**Selected gate families**

Scale bar: 10 um.
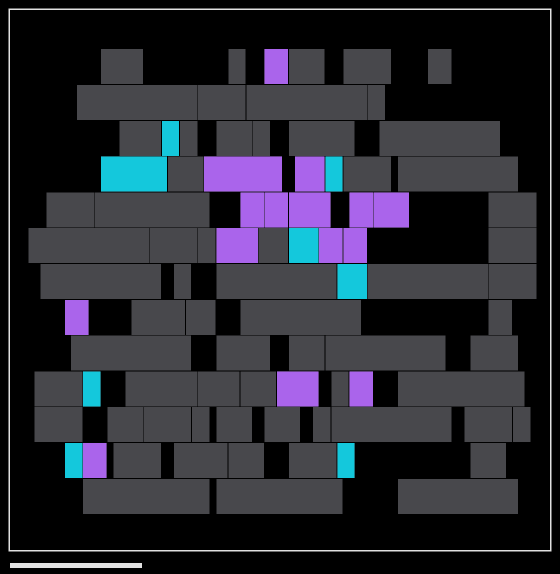
**Pin placement**

Pins as bars across the die edge, other pins in grey.
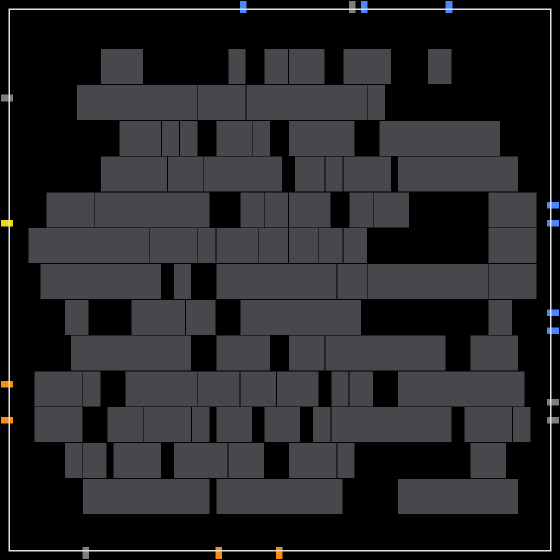
**Clock wiring as the flow saved it**

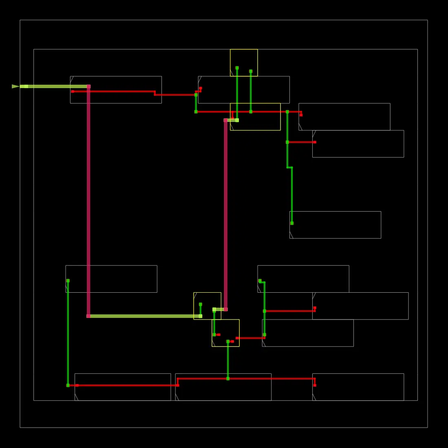
**Sequential cells grouped by signal name**

Scale bar: 10 um.
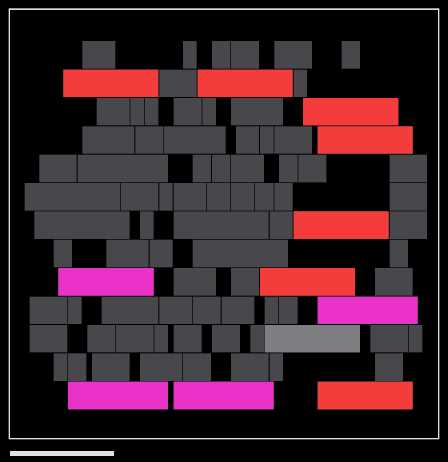
$ cat src/rtl/segment7_pkg.sv
// Shared types and constants for the seven-segment decoder.
// Patterns are active-high, bit order gfedcba (seg[0]=a ... seg[6]=g).
package segment7_pkg;

    typedef logic [6:0] seg_t;

    localparam seg_t SEG_OFF = 7'h00;
    localparam seg_t SEG_ALL = 7'h7F;

    localparam seg_t SEG_0 = 7'h3F;
    localparam seg_t SEG_1 = 7'h06;
    localparam seg_t SEG_2 = 7'h5B;
    localparam seg_t SEG_3 = 7'h4F;
    localparam seg_t SEG_4 = 7'h66;
    localparam seg_t SEG_5 = 7'h6D;
    localparam seg_t SEG_6 = 7'h7D;
    localparam seg_t SEG_7 = 7'h07;
    localparam seg_t SEG_8 = 7'h7F;
    localparam seg_t SEG_9 = 7'h6F;
    localparam seg_t SEG_A = 7'h77;
    localparam seg_t SEG_B = 7'h7C;
    localparam seg_t SEG_C = 7'h39;
    localparam seg_t SEG_D = 7'h5E;
    localparam seg_t SEG_E = 7'h79;
    localparam seg_t SEG_F = 7'h71;

    function automatic logic code_is_hex(input logic [3:0] code);
        return code > 4'd9;
    endfunction

endpackage

$ cat src/rtl/segment7_rom.sv
// Combinational 4-bit code to active-high segment decoder; latency 0, no backpressure.
// SEGMENT7_HEX_EN selects A-F glyphs for codes 10-15; otherwise those codes go dark.
module segment7_rom
    import segment7_pkg::*;
(
    input  logic [3:0] code,
    output seg_t       pattern
);

    always_comb begin
        pattern = SEG_OFF;
        case (code)
            4'd0:    pattern = SEG_0;
            4'd1:    pattern = SEG_1;
            4'd2:    pattern = SEG_2;
            4'd3:    pattern = SEG_3;
            4'd4:    pattern = SEG_4;
            4'd5:    pattern = SEG_5;
            4'd6:    pattern = SEG_6;
            4'd7:    pattern = SEG_7;
            4'd8:    pattern = SEG_8;
            4'd9:    pattern = SEG_9;
`ifdef SEGMENT7_HEX_EN
            4'd10:   pattern = SEG_A;
            4'd11:   pattern = SEG_B;
            4'd12:   pattern = SEG_C;
            4'd13:   pattern = SEG_D;
            4'd14:   pattern = SEG_E;
            4'd15:   pattern = SEG_F;
`endif
            default: pattern = SEG_OFF;
        endcase
    end

endmodule

$ cat src/rtl/segment7.sv
// Registered seven-segment driver with lamp test, blanking and optional polarity inversion.
// Latency: seg/err update one edge after the held digit; no backpressure. Macro: SEGMENT7_HEX_EN.
module segment7
    import segment7_pkg::*;
#(
    parameter int ACTIVE_LOW = 0
) (
    input  logic       clk,
    input  logic       rst,
    input  logic [3:0] bcd,
    input  logic       en,
    input  logic       blank,
    input  logic       lamp_test,
    output logic [6:0] seg,
    output logic       err
);

    localparam seg_t SEG_RST = (ACTIVE_LOW != 0) ? SEG_ALL : SEG_OFF;

    logic [3:0] digit_q, digit_d;
    seg_t       seg_q, seg_d;
    logic       err_q, err_d;
    seg_t       rom_pattern;
    seg_t       sel_pattern;

    segment7_rom u_rom (
        .code    (digit_q),
        .pattern (rom_pattern)
    );

    always_comb begin
        digit_d = digit_q;
        if (en) begin
            digit_d = bcd;
        end

        // Polarity is applied last so lamp test and blank mean the same thing on either board type.
        sel_pattern = rom_pattern;
        if (lamp_test) begin
            sel_pattern = SEG_ALL;
        end else if (blank) begin
            sel_pattern = SEG_OFF;
        end

        seg_d = (ACTIVE_LOW != 0) ? ~sel_pattern : sel_pattern;
        err_d = code_is_hex(digit_q);
    end

    always_ff @(posedge clk or posedge rst) begin
        if (rst) begin
            digit_q <= 4'd0;
            seg_q   <= SEG_RST;
            err_q   <= 1'b0;
        end else begin
            digit_q <= digit_d;
            seg_q   <= seg_d;
            err_q   <= err_d;
        end
    end

    assign seg = seg_q;
    assign err = err_q;

endmodule

$ cat config.mk
export PLATFORM = sky130hd
export DESIGN_NAME = segment7
export DESIGN_NICKNAME = d
export VERILOG_FILES = /design/src/rtl/segment7_pkg.sv /design/src/rtl/segment7_rom.sv /design/src/rtl/segment7.sv
export SDC_FILE = /design/constraint.sdc
export NUM_CORES = 1
export LEC_CHECK = 0
export CAP_MARGIN = 0
export CORE_UTILIZATION = 41
export DETAILED_ROUTE_END_ITERATION = 16
export PLACE_DENSITY_LB_ADDON = 0.25
export SYNTH_ARGS = -nofsm -noshare
export SYNTH_HDL_FRONTEND = slang
export SYNTH_SLANG_ARGS = --single-unit
$ cat constraint.sdc
create_clock -name clk -period 1.05 [get_ports clk]
set_input_delay 0.1575 -clock clk [delete_from_list [all_inputs] [get_ports clk]]
set_output_delay 0.1575 -clock clk [all_outputs]
set_load 0.005 [all_outputs]
==> notes.md <==
* **result of the run** complete, but fails checks
* **violated checks** setup timing
* **Required @ worst endpoint** 1.24 ns
* **OpenROAD warning count** 33
* **worst slack after detailed placement** -0.219 ns
* **max-slew violation total from the final report** 0
* **detailed router's first-iteration violation count** 4
* **total negative slack** -0.485 ns
* **tally of max-capacitance violations** 0
* **wire length of the first global-routing pass** 2.06 mm
* **cell types occupying the most area after synthesis** sky130_fd_sc_hd__dfrtp_1 (48%), sky130_fd_sc_hd__ha_1 (10%), sky130_fd_sc_hd__nor2_1 (4.2%), sky130_fd_sc_hd__a21oi_1 (4.0%), sky130_fd_sc_hd__o21ai_0 (4.0%)
* **number of enable-type register cells in the synthesized netlist** 0
* **kind of path behind the tightest hold check** in -> async
* **unrepaired setup endpoints after global routing** yes
* **cells after synthesis** 61
* **Clock Skews** 0.00194 ns
* **CTS H-tree lvls** 1
* **final count of hold timing violations** 0
* **register area share after synthesis** 0.481
* **FF-to-FF path depth** 4
* **summed standard-cell area reported by yosys** 624 um^2
* **post-synthesis register bit count** 12
* **CTS buffer count** 3
* **number of standard cells in the final layout excluding fillers** 102
* **top logic cell by instance count in the layout** sky130_fd_sc_hd__dfrtp_1
* **Synth Cell Area** 624 um^2
* **DR vias** 508
* **TritonCTS clock tree** done
* **synth unique cells** 19
* **global placement routability congestion** 0.862
* **Avg Synthesized Cell Area** 10.2 um^2
* **count of unresolved DRC violations after routing** 0
* **WP data arrival** 1.33 ns
* **count of port buffers added during placement** 16
* **CP Buf/Inv Count** 1
* **CTS hold repair buffers** 0
* **pin slew with the least headroom to its limit** 0.268 ns
* **critical path, cell by cell** ha_2 > nand2b_4 > buf_4 > a31oi_1
* **Synth top cells by count** sky130_fd_sc_hd__dfrtp_1 (12), sky130_fd_sc_hd__nor2_1 (7), sky130_fd_sc_hd__inv_1 (6)
* **most frequently placed logic cells in the final layout** sky130_fd_sc_hd__dfrtp_1 (9), sky130_fd_sc_hd__clkdlybuf4s50_1 (8), sky130_fd_sc_hd__nor2_1 (6), sky130_fd_sc_hd__clkdlybuf4s15_1 (6), sky130_fd_sc_hd__buf_4 (6)
* **Global Route Usage Sum** 0.207
* **leakage power of the design** 0.415 nW
* **Final Worst Setup Slack** -0.0883 ns
* **XOR Share, Synth** 0.0140
* **Levels on crit path** 4
* **antenna diode instance count** 0
* **count of endpoints failing setup in the final report** 7
* **Adder Share, Synth** 0.100
-- 'selected gate families' (at the start) --
Key: inverting AOI/OAI gates = purple [cells 15]; NAND gates = cyan [cells 8, most used nand2_1]

-- 'pin placement' (at the start) --
Key: seg = blue [pins 7, direction output, edge 4 right, 3 top]; blank = yellow [pins 1, direction input, edge left]; bcd = orange [pins 4, direction input, edge 2 left, 2 bottom]

-- 'clock wiring as the flow saved it' (at the start) --
flop count: 12
insertion delay at the late pin of the worst-skew pair: 0.27 ns

-- 'sequential cells grouped by signal name' (at the start) --
Key: seg = red [sequential cells 7]; digit_q = magenta [sequential cells 4]
Another 1 sequential cells are not coloured.

-- worst register-to-register path, stage by stage, from the launching register on --
cell and delay [ns]:
sky130_fd_sc_hd__dfrtp_1 0.43, sky130_fd_sc_hd__ha_2 0.21, sky130_fd_sc_hd__nand2b_4 0.14, sky130_fd_sc_hd__buf_4 0.13, sky130_fd_sc_hd__a31oi_1 0.15
-- power breakdown --
part / total, mW / internal (mW) / leakage, nW / switching, mW
Combinational: 0.328 / 0.186 / 0.259 / 0.142
Sequential: 0.558 / 0.509 / 0.135 / 0.0486
Clock: 0.367 / 0.211 / 0.0210 / 0.156
-- logic make-up (layout without fill, tap and decap cells) --
group           count (synthesis)  after routing
simple gates                   17             17
compound gates                 16             16
flops                          12             12
buf+inv                         8             34
fa+ha+maj                       5              5
mux                             2              2
xor+xnor                        1              1
-- through the flow --
stage           util  area, um^2
6_report       0.708         967
2_1_floorplan      -         669
3_5_place_dp   0.643         878
4_1_cts        0.692         946
3_3_place_gp   0.643         878
5_1_grt        0.708         967
-- routing by layer --
layer / up-vias / track usage / part of all wire / wire length [um]
met5: - / 0 / 0 / 0
met4: 0 / 0.150 / 0.033 / 42
met3: 4 / 0.0489 / 0.030 / 39
met2: 12 / 0.328 / 0.50 / 642
met1: 234 / 0.239 / 0.44 / 557
li1: 258 / - / - / -
-- registers in the layout (all words and copies together), names as in the netlist --
name     count
err          1
digit_q      4
seg          7
-- cell type report --
type / instances / area [um^2]
Sequential cell: 12 / 304
Timing Repair Buffer: 24 / 218
Fill cell: 105 / 399
Clock buffer: 4 / 36.3
Tap cell: 15 / 18.8
Multi-Input combinational cell: 41 / 360
Inverter: 6 / 30.0
-- timing repair --
item | 4_1_cts | 5_1_grt
buffers inserted | 0 | 1
endpoints found under the setup margin | 15 | 14
resized | 21 | 12
pin swaps | 2 | 3
Power is estimated from default activity; no workload was simulated.
